## config.mk

```make
export PLATFORM = sky130hd
export DESIGN_NAME = idli_sqi_seq_m
export DESIGN_NICKNAME = d
export VERILOG_FILES = /design/src/rtl/idli_sqi_seq_m.sv
export SDC_FILE = /design/constraint.sdc
export NUM_CORES = 1
export LEC_CHECK = 0
export CAP_MARGIN = 20
export CELL_PAD_IN_SITES_DETAIL_PLACEMENT = 0
export CELL_PAD_IN_SITES_GLOBAL_PLACEMENT = 2
export CORE_MARGIN = 3
export CORE_UTILIZATION = 29
export DETAILED_ROUTE_END_ITERATION = 6
export PLACE_DENSITY = 0.77
export SYNTH_ARGS = -nofsm -noshare
export SYNTH_HDL_FRONTEND = slang
export SYNTH_SLANG_ARGS = --single-unit
```

## constraint.sdc

```tcl
create_clock -name i_sqi_gck -period 2.7 [get_ports i_sqi_gck]
set_input_delay 0.54 -clock i_sqi_gck [delete_from_list [all_inputs] [get_ports i_sqi_gck]]
set_output_delay 0.54 -clock i_sqi_gck [all_outputs]
set_load 0.02 [all_outputs]
```

## src/rtl/idli_sqi_seq_m.sv

```systemverilog
// SQI burst sequencer: core read/write bursts to nibble-split SQI pin sequences.
// Optional IDLI_SQI_SEQ_INIT_EN: issue EQIO in SPI mode after reset before IDLE.
module idli_sqi_seq_m #(
    parameter int unsigned LEN_W  = 4,
    parameter logic [7:0]  CMD_RD = 8'h03,
    parameter logic [7:0]  CMD_WR = 8'h02
) (
    input  logic             i_sqi_gck,
    input  logic             i_sqi_rst,
    input  logic             i_req_vld,
    output logic             o_req_rdy,
    input  logic             i_req_wr,
    input  logic [15:0]      i_req_addr,
    input  logic [LEN_W-1:0] i_req_cnt,
    input  logic             i_wdata_vld,
    input  logic [15:0]      i_wdata,
    output logic             o_wdata_rdy,
    output logic             o_rdata_vld,
    output logic [15:0]      o_rdata,
    output logic             o_cs_n,
    output logic             o_sck_en,
    output logic             o_sio_oe,
    output logic [3:0]       o_sio_hi,
    output logic [3:0]       o_sio_lo,
    input  logic [3:0]       i_sio_hi,
    input  logic [3:0]       i_sio_lo
);

    localparam logic [2:0] ST_IDLE  = 3'd0;
    localparam logic [2:0] ST_CMD   = 3'd1;
    localparam logic [2:0] ST_ADDR  = 3'd2;
    localparam logic [2:0] ST_DUMMY = 3'd3;
    localparam logic [2:0] ST_DATA  = 3'd4;
    localparam logic [2:0] ST_END   = 3'd5;
`ifdef IDLI_SQI_SEQ_INIT_EN
    localparam logic [2:0] ST_INIT  = 3'd6;
    localparam logic [7:0] CMD_EQIO = 8'h38;
`endif

    logic [2:0]       state, n_state;
    logic [2:0]       ph, n_ph;
    logic [LEN_W-1:0] cnt, n_cnt;
    logic             wr, n_wr;
    logic [15:0]      addr, n_addr;
    logic [7:0]       wbuf, n_wbuf;
    logic [7:0]       hold;
    logic             n_req_rdy, n_wdata_rdy, n_cs_n, n_sck_en, n_sio_oe;
    logic [3:0]       n_sio_hi, n_sio_lo, nib;
    logic [23:0]      baddr;
    logic [7:0]       cmd;
    logic             stall;

    // Outputs are computed for the state being entered so they register alongside it.
    always_comb begin
        n_state     = state;
        n_ph        = ph;
        n_cnt       = cnt;
        n_wr        = wr;
        n_addr      = addr;
        n_wbuf      = wbuf;
        n_req_rdy   = 1'b0;
        n_wdata_rdy = 1'b0;
        n_cs_n      = 1'b1;
        n_sck_en    = 1'b0;
        n_sio_oe    = 1'b0;
        n_sio_hi    = '0;
        n_sio_lo    = '0;
        nib         = '0;
        baddr       = '0;
        cmd         = '0;
        stall       = o_wdata_rdy && !i_wdata_vld;

        if (stall) begin
            // Write word missing: freeze the sequence with SCK gated off.
            n_wdata_rdy = 1'b1;
            n_cs_n      = 1'b0;
            n_sio_oe    = 1'b1;
            n_sio_hi    = o_sio_hi;
            n_sio_lo    = o_sio_lo;
        end else begin
            case (state)
                ST_IDLE: begin
                    if (o_req_rdy && i_req_vld) begin
                        n_state = ST_CMD;
                        n_ph    = '0;
                        n_wr    = i_req_wr;
                        n_addr  = i_req_addr;
                        n_cnt   = i_req_cnt;
                    end
`ifdef IDLI_SQI_SEQ_INIT_EN
                    else if (!o_req_rdy) begin
                        n_state = ST_INIT;
                        n_ph    = '0;
                    end
`endif
                end
                ST_CMD: begin
                    if (ph == 3'd0) n_ph = 3'd1;
                    else begin
                        n_state = ST_ADDR;
                        n_ph    = '0;
                    end
                end
                ST_ADDR: begin
                    if (ph != 3'd5) n_ph = ph + 3'd1;
                    else begin
                        n_state = wr ? ST_DATA : ST_DUMMY;
                        n_ph    = '0;
                    end
                end
                ST_DUMMY: begin
                    if (ph == 3'd0) n_ph = 3'd1;
                    else begin
                        n_state = ST_DATA;
                        n_ph    = '0;
                    end
                end
                ST_DATA: begin
                    if (ph == 3'd0) n_ph = 3'd1;
                    else if (cnt == '0) begin
                        n_state = ST_END;
                        n_ph    = '0;
                    end else begin
                        n_ph  = '0;
                        n_cnt = cnt - 1'b1;
                    end
                end
`ifdef IDLI_SQI_SEQ_INIT_EN
                ST_INIT: begin
                    if (ph != 3'd7) n_ph = ph + 3'd1;
                    else begin
                        n_state = ST_END;
                        n_ph    = '0;
                    end
                end
`endif
                ST_END:  n_state = ST_IDLE;
                default: n_state = ST_IDLE;
            endcase

            baddr = {7'b0, n_addr, 1'b0};
            cmd   = n_wr ? CMD_WR : CMD_RD;

            case (n_state)
                ST_IDLE: n_req_rdy = 1'b1;
                ST_CMD: begin
                    n_cs_n   = 1'b0;
                    n_sck_en = 1'b1;
                    n_sio_oe = 1'b1;
                    nib      = n_ph[0] ? cmd[3:0] : cmd[7:4];
                    n_sio_hi = nib;
                    n_sio_lo = nib;
                end
                ST_ADDR: begin
                    n_cs_n   = 1'b0;
                    n_sck_en = 1'b1;
                    n_sio_oe = 1'b1;
                    case (n_ph)
                        3'd0:    nib = baddr[23:20];
                        3'd1:    nib = baddr[19:16];
                        3'd2:    nib = baddr[15:12];
                        3'd3:    nib = baddr[11:8];
                        3'd4:    nib = baddr[7:4];
                        default: nib = baddr[3:0];
                    endcase
                    n_sio_hi    = nib;
                    n_sio_lo    = nib;
                    n_wdata_rdy = n_wr && (n_ph == 3'd5);
                end
                ST_DUMMY: begin
                    n_cs_n   = 1'b0;
                    n_sck_en = 1'b1;
                end
                ST_DATA: begin
                    n_cs_n   = 1'b0;
                    n_sck_en = 1'b1;
                    n_sio_oe = n_wr;
                    if (n_wr) begin
                        if (n_ph == 3'd0) begin
                            n_sio_hi = i_wdata[15:12];
                            n_sio_lo = i_wdata[11:8];
                            n_wbuf   = i_wdata[7:0];
                        end else begin
                            n_sio_hi = wbuf[7:4];
                            n_sio_lo = wbuf[3:0];
                        end
                        n_wdata_rdy = (n_ph == 3'd1) && (n_cnt != '0);
                    end
                end
`ifdef IDLI_SQI_SEQ_INIT_EN
                ST_INIT: begin
                    n_cs_n   = 1'b0;
                    n_sck_en = 1'b1;
                    n_sio_oe = 1'b1;
                    n_sio_hi = {3'b0, CMD_EQIO[3'd7 - n_ph]};
                    n_sio_lo = {3'b0, CMD_EQIO[3'd7 - n_ph]};
                end
`endif
                default: ;
            endcase
        end
    end

    always_ff @(posedge i_sqi_gck) begin
        if (i_sqi_rst) begin
            state       <= ST_IDLE;
            ph          <= '0;
            cnt         <= '0;
            wr          <= 1'b0;
            addr        <= '0;
            wbuf        <= '0;
            hold        <= '0;
            o_req_rdy   <= 1'b0;
            o_wdata_rdy <= 1'b0;
            o_rdata_vld <= 1'b0;
            o_rdata     <= '0;
            o_cs_n      <= 1'b1;
            o_sck_en    <= 1'b0;
            o_sio_oe    <= 1'b0;
            o_sio_hi    <= '0;
            o_sio_lo    <= '0;
        end else begin
            state       <= n_state;
            ph          <= n_ph;
            cnt         <= n_cnt;
            wr          <= n_wr;
            addr        <= n_addr;
            wbuf        <= n_wbuf;
            o_req_rdy   <= n_req_rdy;
            o_wdata_rdy <= n_wdata_rdy;
            o_cs_n      <= n_cs_n;
            o_sck_en    <= n_sck_en;
            o_sio_oe    <= n_sio_oe;
            o_sio_hi    <= n_sio_hi;
            o_sio_lo    <= n_sio_lo;
            o_rdata_vld <= 1'b0;
            // Read bytes are sampled at the edge closing each DATA cycle.
            if (state == ST_DATA && !wr) begin
                if (ph == 3'd0) begin
                    hold <= {i_sio_hi, i_sio_lo};
                end else begin
                    o_rdata     <= {hold, i_sio_hi, i_sio_lo};
                    o_rdata_vld <= 1'b1;
                end
            end
        end
    end

endmodule

```

==> flow_summary.toml <==
# flow metrics
[status]
outcome = "complete, no violations"

[synth]
avgSynthCellArea_sq_um = 8.42
largest_area_cell = "dfxtp_1"
synthFlopType = "dfxtp_1"
netlist_top_cells_count = "nand2_1 (85), dfxtp_1 (73), a21oi_1 (44)"
ys_chip_area_sq_mm = 0.00358
ys_top_logic_family = "simple AND/OR/NAND/NOR gates"
ys_sh_simple_pct = 22.5
xor_share_pct = 0.490
synth.area.mux_share_pct = 10.8
synth_nets = 475
compound_area_share_pct = 19.5
syn-cell-area_sq_mm = 0.00358
syn_inst = 425
synth_cell_types = 60
yosysCellCount = 425

[final_layout]
fin_area_sq_mm = 0.00503
seq_cells = 73
buf_share_pct = 21.9
lay_top_cells = "nand2_1 (85), clkdlybuf4s50_1 (77), dfxtp_1 (70)"
reg.largest.list = "addr x16, o_rdata x16"
logic_area_sq_mm = 0.00195
n_clock_buffer = 10
lay_top_count = "nand2_1"
buffers_excl_clock = 118
n_all_inverters = 4
seq_share_pct = 29.1
comb_area_share_pct = 38.8
fin_util_pct = 42.8
largest_class = "combinational gates"

[global_route]
grt_pass1_vias = 3341
grt.total_usage_pct = 15.9
met1_usage_pct = 20.4
grt_max_degree = 30
use_met2_pct = 24.8
grtUsageMet3_pct = 4.78
antenna_found_initial = 0

[worst_setup_path]
cpMaxStageDelayCell = "or3b_2"
path_cells = "inv_1 -> ha_1 -> or3b_2 -> o31ai_2 -> o31ai_4 -> and2b_1 -> buf_4 -> o2111ai_1 -> and3_1 -> a221oi_2"
r2r_end = "o_sio_lo[0]"
critPathMaxFanout = 4
critical-path-top-delay-family = "simple AND/OR/NAND/NOR gates"
regToRegSetupSlack_ps = 160
path_class = "flop to flop"
crit_buf_inv = 2
cp.required_ps = 2910
startpoint = "cnt[1]"
crit_end = "o_sio_lo[0]"

[power_and_ir_drop]
p_sw_mw = 0.769
p_clk_share_pct = 41.5
intPower_mw = 2.11
power_leader = "the clock network"
sw_frac_of_total_pct = 26.8
vdd_ir_drop_max_uv = 350
powerComb_mw = 0.535
p_leak_nw = 1.96
combPwrFrac_pct = 18.6
p_clk_mw = 1.19
pwr_density_cell_mw_per_mm2 = 571
seqPwrFrac_pct = 39.9
seq-power_mw = 1.15

[timing]
totalNegativeSetupSlack_ps = 0
slew_viol_final = 0
period_needed_ps = 2540
period_used_pct = 94.2
rsz0062_at_grt = "no"

[routing]
detail_route.wl_per_cell_microns = 15.1
ant_nets = 0
drt-met1-wl_microns = 4940
drt_iter0_drc = 172
first_pass_iters = 4
drcViolationCount = 0
drt_wl_total_microns = 10400
wl_met3_microns = 495
met2_wirelength_microns = 4670

[clock_tree]
clock-sinks = 73
clk_path_buf_depth = 2
root_buffer = "clkbuf_16"
cts_setup_buffers = 0
ctsHoldBuffers = 0
cts_buffers = 9
cts_resized = 0

[floorplanning]
taps = 164
ioPinCount = 79
core_area_sq_mm = 0.0118
dieHeight_microns = 117
die-area_sq_mm = 0.0137

[worst_hold_path]
hold_depth = 2
hold_start = "hold[2]"

[job]
warnings = 26
cap_violations = 0

[placement]
placed_area_sq_mm = 0.00473
dpl_worst_slack_ps = -119
hpwl_microns = 7630
port-buffer-count = 78
placement_by_type.png
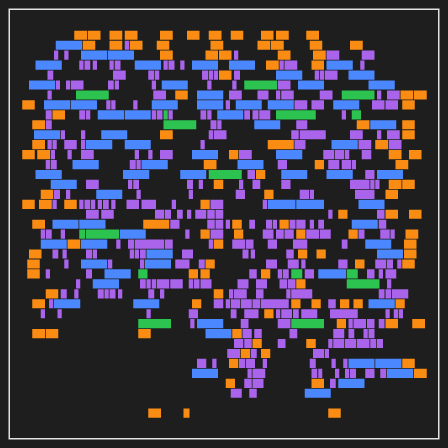
legend:
  flops:
    colour: blue
    cells: 73
    share_of_their_area: 30%
  other buffers and delay cells:
    colour: orange
    cells: 118
    share_of_their_area: 23%
  clock drivers and dummy loads:
    colour: green
    cells: 16
    share_of_their_area: 6.1%
  combinational and other logic:
    colour: purple
    cells: 318
    share_of_their_area: 41%

flops_by_reg.png
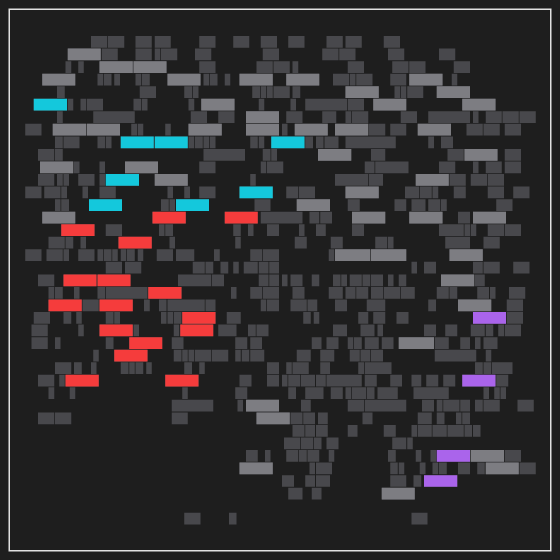
legend:
  `hold`:
    colour: cyan
    placed_flops: 8
  `addr`:
    colour: red
    placed_flops: 16
    where: left middle
  `cnt`:
    colour: purple
    placed_flops: 4
    where: bottom right

